<file path="config.mk">
export PLATFORM = sky130hd
export DESIGN_NAME = equiv_check_ctrl
export DESIGN_NICKNAME = d
export VERILOG_FILES = /design/src/rtl/equiv_check_ctrl.sv
export SDC_FILE = /design/constraint.sdc
export NUM_CORES = 1
export LEC_CHECK = 0
export CORE_MARGIN = 5
export CORE_UTILIZATION = 45
export DETAILED_ROUTE_END_ITERATION = 10
export PLACE_DENSITY = 0.79
export SYNTH_ARGS = -nofsm -noshare
export SYNTH_HDL_FRONTEND = slang
export SYNTH_SLANG_ARGS = --single-unit
export TNS_END_PERCENT = 100
</file>
<file path="constraint.sdc">
create_clock -name clk -period 1.7 [get_ports clk]
set_clock_uncertainty 0.05 [all_clocks]
set_input_delay 0.34 -clock clk [delete_from_list [all_inputs] [get_ports clk]]
set_output_delay 0.34 -clock clk [all_outputs]
set_load 0.03 [all_outputs]
</file>
<file path="src/rtl/equiv_check_ctrl.sv">
// rtl/equiv_check_ctrl.sv - exhaustive-vector equivalence sequencer (optional STOP_ON_FAIL_EN)
module equiv_check_ctrl #(
    parameter int N_IN   = 4,
    parameter int SETTLE = 1
) (
    input  logic            clk,
    input  logic            rst_n,
    input  logic            start,
    output logic [N_IN-1:0] vec_out,
    input  logic            f_dut,
    input  logic            f_ref,
    output logic            busy,
    output logic            done,
    output logic            pass,
    output logic [N_IN:0]   mismatch_cnt,
    output logic [N_IN-1:0] first_fail_vec,
    output logic            fail_valid
);
    typedef enum logic [2:0] {S_IDLE, S_APPLY, S_SETTLE, S_CHECK, S_DONE} state_t;

    localparam logic [3:0] SETTLE_LOAD = (SETTLE > 0) ? 4'(SETTLE - 1) : 4'd0;

    state_t          state;
    logic [3:0]      settle_cnt;
    logic            mismatch;
    logic [N_IN:0]   cnt_next;
    logic            last_vec;

    // Case-inequality so that X/Z from a broken student circuit counts as a failure.
    assign mismatch = (f_dut !== f_ref);
    assign cnt_next = mismatch_cnt + {{N_IN{1'b0}}, mismatch};
    assign last_vec = (vec_out == {N_IN{1'b1}});

    always_ff @(posedge clk or negedge rst_n) begin
        if (!rst_n) begin
            state          <= S_IDLE;
            settle_cnt     <= 4'd0;
            vec_out        <= '0;
            busy           <= 1'b0;
            done           <= 1'b0;
            pass           <= 1'b0;
            mismatch_cnt   <= '0;
            first_fail_vec <= '0;
            fail_valid     <= 1'b0;
        end else begin
            case (state)
                S_IDLE, S_DONE: begin
                    if (start) begin
                        mismatch_cnt   <= '0;
                        first_fail_vec <= '0;
                        fail_valid     <= 1'b0;
                        done           <= 1'b0;
                        pass           <= 1'b0;
                        vec_out        <= '0;
                        busy           <= 1'b1;
                        state          <= S_APPLY;
                    end
                end
                S_APPLY: begin
                    if (SETTLE > 0) begin
                        settle_cnt <= SETTLE_LOAD;
                        state      <= S_SETTLE;
                    end else begin
                        state <= S_CHECK;
                    end
                end
                S_SETTLE: begin
                    if (settle_cnt == 4'd0) begin
                        state <= S_CHECK;
                    end else begin
                        settle_cnt <= settle_cnt - 4'd1;
                    end
                end
                S_CHECK: begin
                    mismatch_cnt <= cnt_next;
                    if (mismatch && !fail_valid) begin
                        first_fail_vec <= vec_out;
                        fail_valid     <= 1'b1;
                    end
`ifdef STOP_ON_FAIL_EN
                    if (mismatch) begin
                        state <= S_DONE;
                        busy  <= 1'b0;
                        done  <= 1'b1;
                        pass  <= 1'b0;
                    end else if (last_vec) begin
`else
                    if (last_vec) begin
`endif
                        state <= S_DONE;
                        busy  <= 1'b0;
                        done  <= 1'b1;
                        pass  <= (cnt_next == '0);
                    end else begin
                        vec_out <= vec_out + 1'b1;
                        state   <= S_APPLY;
                    end
                end
                default: state <= S_IDLE;
            endcase
        end
    end
endmodule

</file>
### Logic cells by family

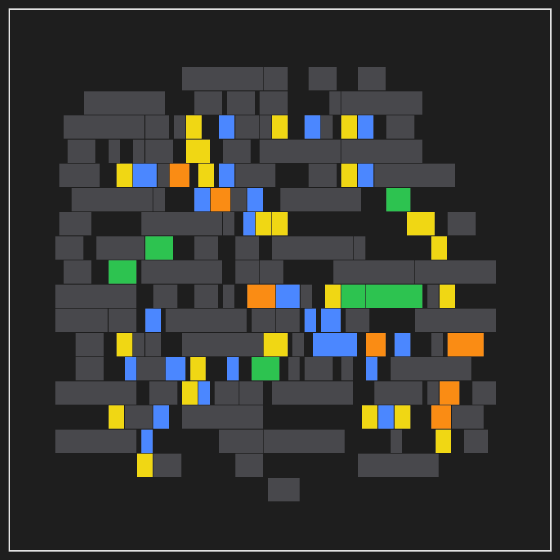
AND-OR and OR-AND gates: marked green, cells 6. inverting AOI/OAI gates: marked yellow, cells 22. NAND gates: marked blue, cells 23. AND and OR gates: marked orange, cells 7.
Cell Count, Final, Fillers Out: 182
Comb/total area: 35.5%
Commonest Layout Cell: dfrtp_1

### Sequential cells colored by netlist name

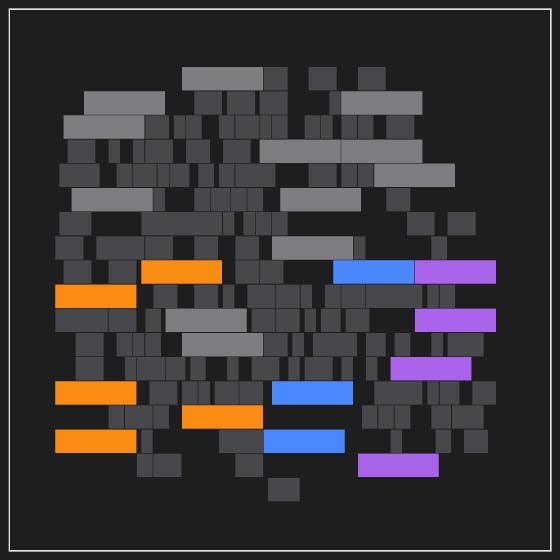
mismatch_cnt: marked orange, sequential cells 5. state: marked blue, sequential cells 3. settle_cnt: marked purple, sequential cells 4.
Another 12 sequential cells are not colored.

==> impl_metrics.toml <==
# synthesis and place-and-route metrics
[job]
warnings = 27

[critical_path]
reg2reg_from = "settle_cnt[0]"
critPathRequiredTime_ns = 1.90
reg2reg_slack_ns = 0.06
critPathLaunch = "f_ref"
end_kind = "flip-flop"
crit_path_start_kind = "input pin"
crit_chain = "clkdlybuf4s50_1 > xor2_2 > ha_2 > ha_4 > nand3_1 > xor2_1 > nand4_1 > o21ai_1"
crit_fanout = 4
path_class = "in2reg"
cpMaxStageDelayCell = "clkdlybuf4s50_1"
arrival_ns = 1.87

[clock_tree]
cts.path.max_buffers = 2
clkSinkCount = 24
cts-root-buf = "clkbuf_4"
clkTransAtPathRegs_ns = 0.14
insertion_delay_ns = 0.33
cts_tree = "yes"
cts-buffers-inserted = 3
ctsHtreeMaxLevel = 1

[pwr]
irDropWorstVdd_mv = 1.07
powerDensity_mw_per_mm2 = 1510
p_leak_nw = 0.762
p_total_mw = 2.31

[sta]
slew_headroom_pct = 69.5
rsz0062_at_grt = "true"
post-route-min-period_ns = 1.66
finalSetupViolCount = 0
finalCritPeriodShare_pct = 97.9
drv_slew = 0
maxClockFrequency_mhz = 601

[detailed_routing]
ant_nets = 0
dr.first_iter.drc_count = 37
detailroute.via_count = 969
finalWirelength_um = 2690
routed_via_density = 5.32
route.detailed.drc = 0

[cells_and_area]
final_cell_mix = "dfrtp_1 (24), dlygate4sd2_1 (17), o21ai_0 (14)"
final_layout_size_suffix_gt1_share_pct = 16.4
syn2layout_area_growth_pct = 31.7

[logic_synthesis]
synth.net_count = 127
ys_sh_adder_pct = 4.31
yosysCellCount = 118
simple_gate_area_share_pct = 20.0
ys_sh_aoi_pct = 15.0
ys_seq_share_pct = 51.8
logic_family = "simple AND/OR/NAND/NOR gates"
ys_warn_count = 0
syn_area_per_cell_um2 = 9.83
ys_area_mm2 = 0.00116
async_reset_ff_share_pct = 100
ys_sh_xor_pct = 4.53
synthTopCellsByArea = "dfrtp_1 (52%), o21ai_0 (6.5%), nand3_1 (4.7%), ha_1 (4.3%), nor2_1 (3.9%)"
ys.flops = 24
top_area_cell = "dfrtp_1"
synth_top_flop_cell = "dfrtp_1"
synth_cell_types = 29
syn-cell-area_mm2 = 0.00116
top_cell_area_share_pct = 51.8
synthesis.instances = 118

[die]
core_mm2 = 0.00248
fp_util_pct = 46.8
io_pins = 22
die_h_um = 60.8
die_width_um = 60.8

[place]
io_buffers = 21
post-dp-hpwl_um = 1910
place.gp.congestion = 0.867

[status]
status = "completed"

[grt]
antenna_found_initial = 0
grt_first_pass_wirelength_um = 4310
grt.overflow.total = 0
grt_pass1_vias = 957
synthesized netlist by cell type (all sizes together) (2+ instances only):
cell type / n
nor2: 12
o21ai: 15
nand2b: 2
or3: 3
a22o: 2
and3: 2
xor2: 4
nand3b: 2
nor3: 2
ha: 4
xnor2: 2
inv: 8
buf: 3
nand2: 7
a21oi: 5
dfrtp: 24
nand3: 11
where the power goes:
part           leakage, nW  total (mW)  switching [mW]  internal [mW]
combinational        0.427        1.11           0.675          0.440
sequential           0.314       0.887           0.165          0.721
clock               0.0210       0.311           0.180          0.131
total                0.762        2.31            1.02           1.29
metal layers:
| layer | vias to the layer above | wire [um] | part of all wire [%] | global-route usage [%] |
|---|---|---|---|---|
| met5 | - | 0 | 0 | 0 |
| met2 | 22 | 1370 | 51 | 25.8 |
| met3 | 8 | 85 | 3.2 | 4.47 |
| met1 | 465 | 1180 | 44 | 19.4 |
| li1 | 474 | - | - | - |
| met4 | 0 | 56 | 2.1 | 8.05 |
how the worst max path moves through the flow:
stage                     cells after the start             to  slack [ns]
after floorplan                               5     vec_out[3]        0.14
after global placement                        8           pass       -0.30
after detailed placement                      8           pass       -0.34
after CTS                                     5  settle_cnt[3]        0.01
after global routing                          8           pass       -0.08
final                                         8           pass        0.04
worst max-delay path: cells and delay by family:
kind            cells  cell delay, ns
simple gates        2            0.19
compound gates      1            0.08
fa+ha+maj           2            0.40
xor+xnor            2            0.36
buf+inv             1            0.50
cells by family after synthesis:
| group | count (synthesis) |
|---|---|
| AOI/OAI and AO/OA | 28 |
| xor gates and xnor gates | 6 |
| buffers and inverters | 11 |
| adders and majority gates | 4 |
| and+or+nand+nor | 45 |
| DFF | 24 |
sequential cells by signal, indices dropped and copies added (netlist names):
signal,count
state,3
done,1
mismatch_cnt,5
fail_valid,1
pass,1
first_fail_vec,4
busy,1
vec_out,4
settle_cnt,4
through the flow:
| stage | utilization (%) | setup TNS [ns] | hold slack (ns) | area (um^2) |
|---|---|---|---|---|
| final | 61.7 | 0 | 0.310 | 1530 |
| after global routing | 61.7 | -0.0967 | 0.329 | 1530 |
| after detailed placement | 59.0 | -1.54 | 0.419 | 1460 |
| after global placement | 59.0 | -0.976 | 0.416 | 1460 |
| after CTS | 59.6 | 0 | 0.311 | 1480 |
| after floorplan | - | 0 | -0.00559 | 1160 |
timing repair:
action,CTS,global route
buffers inserted,0,2
gates resized,17,9
pin swaps,0,3
endpoints found under the hold margin,0,0
hold buffers,0,0
setup endpoints to repair,17,5
layout make-up:
class | instances | area [um^2]
clock buffers | 4 | 36.3
inverters | 8 | 30.0
well taps | 30 | 37.5
repair buffers | 33 | 282
flip-flops and latches | 24 | 601
fillers | 240 | 950
multi-input cells | 83 | 542
Power figures rest on the tool's default switching activity, not on a simulated workload.
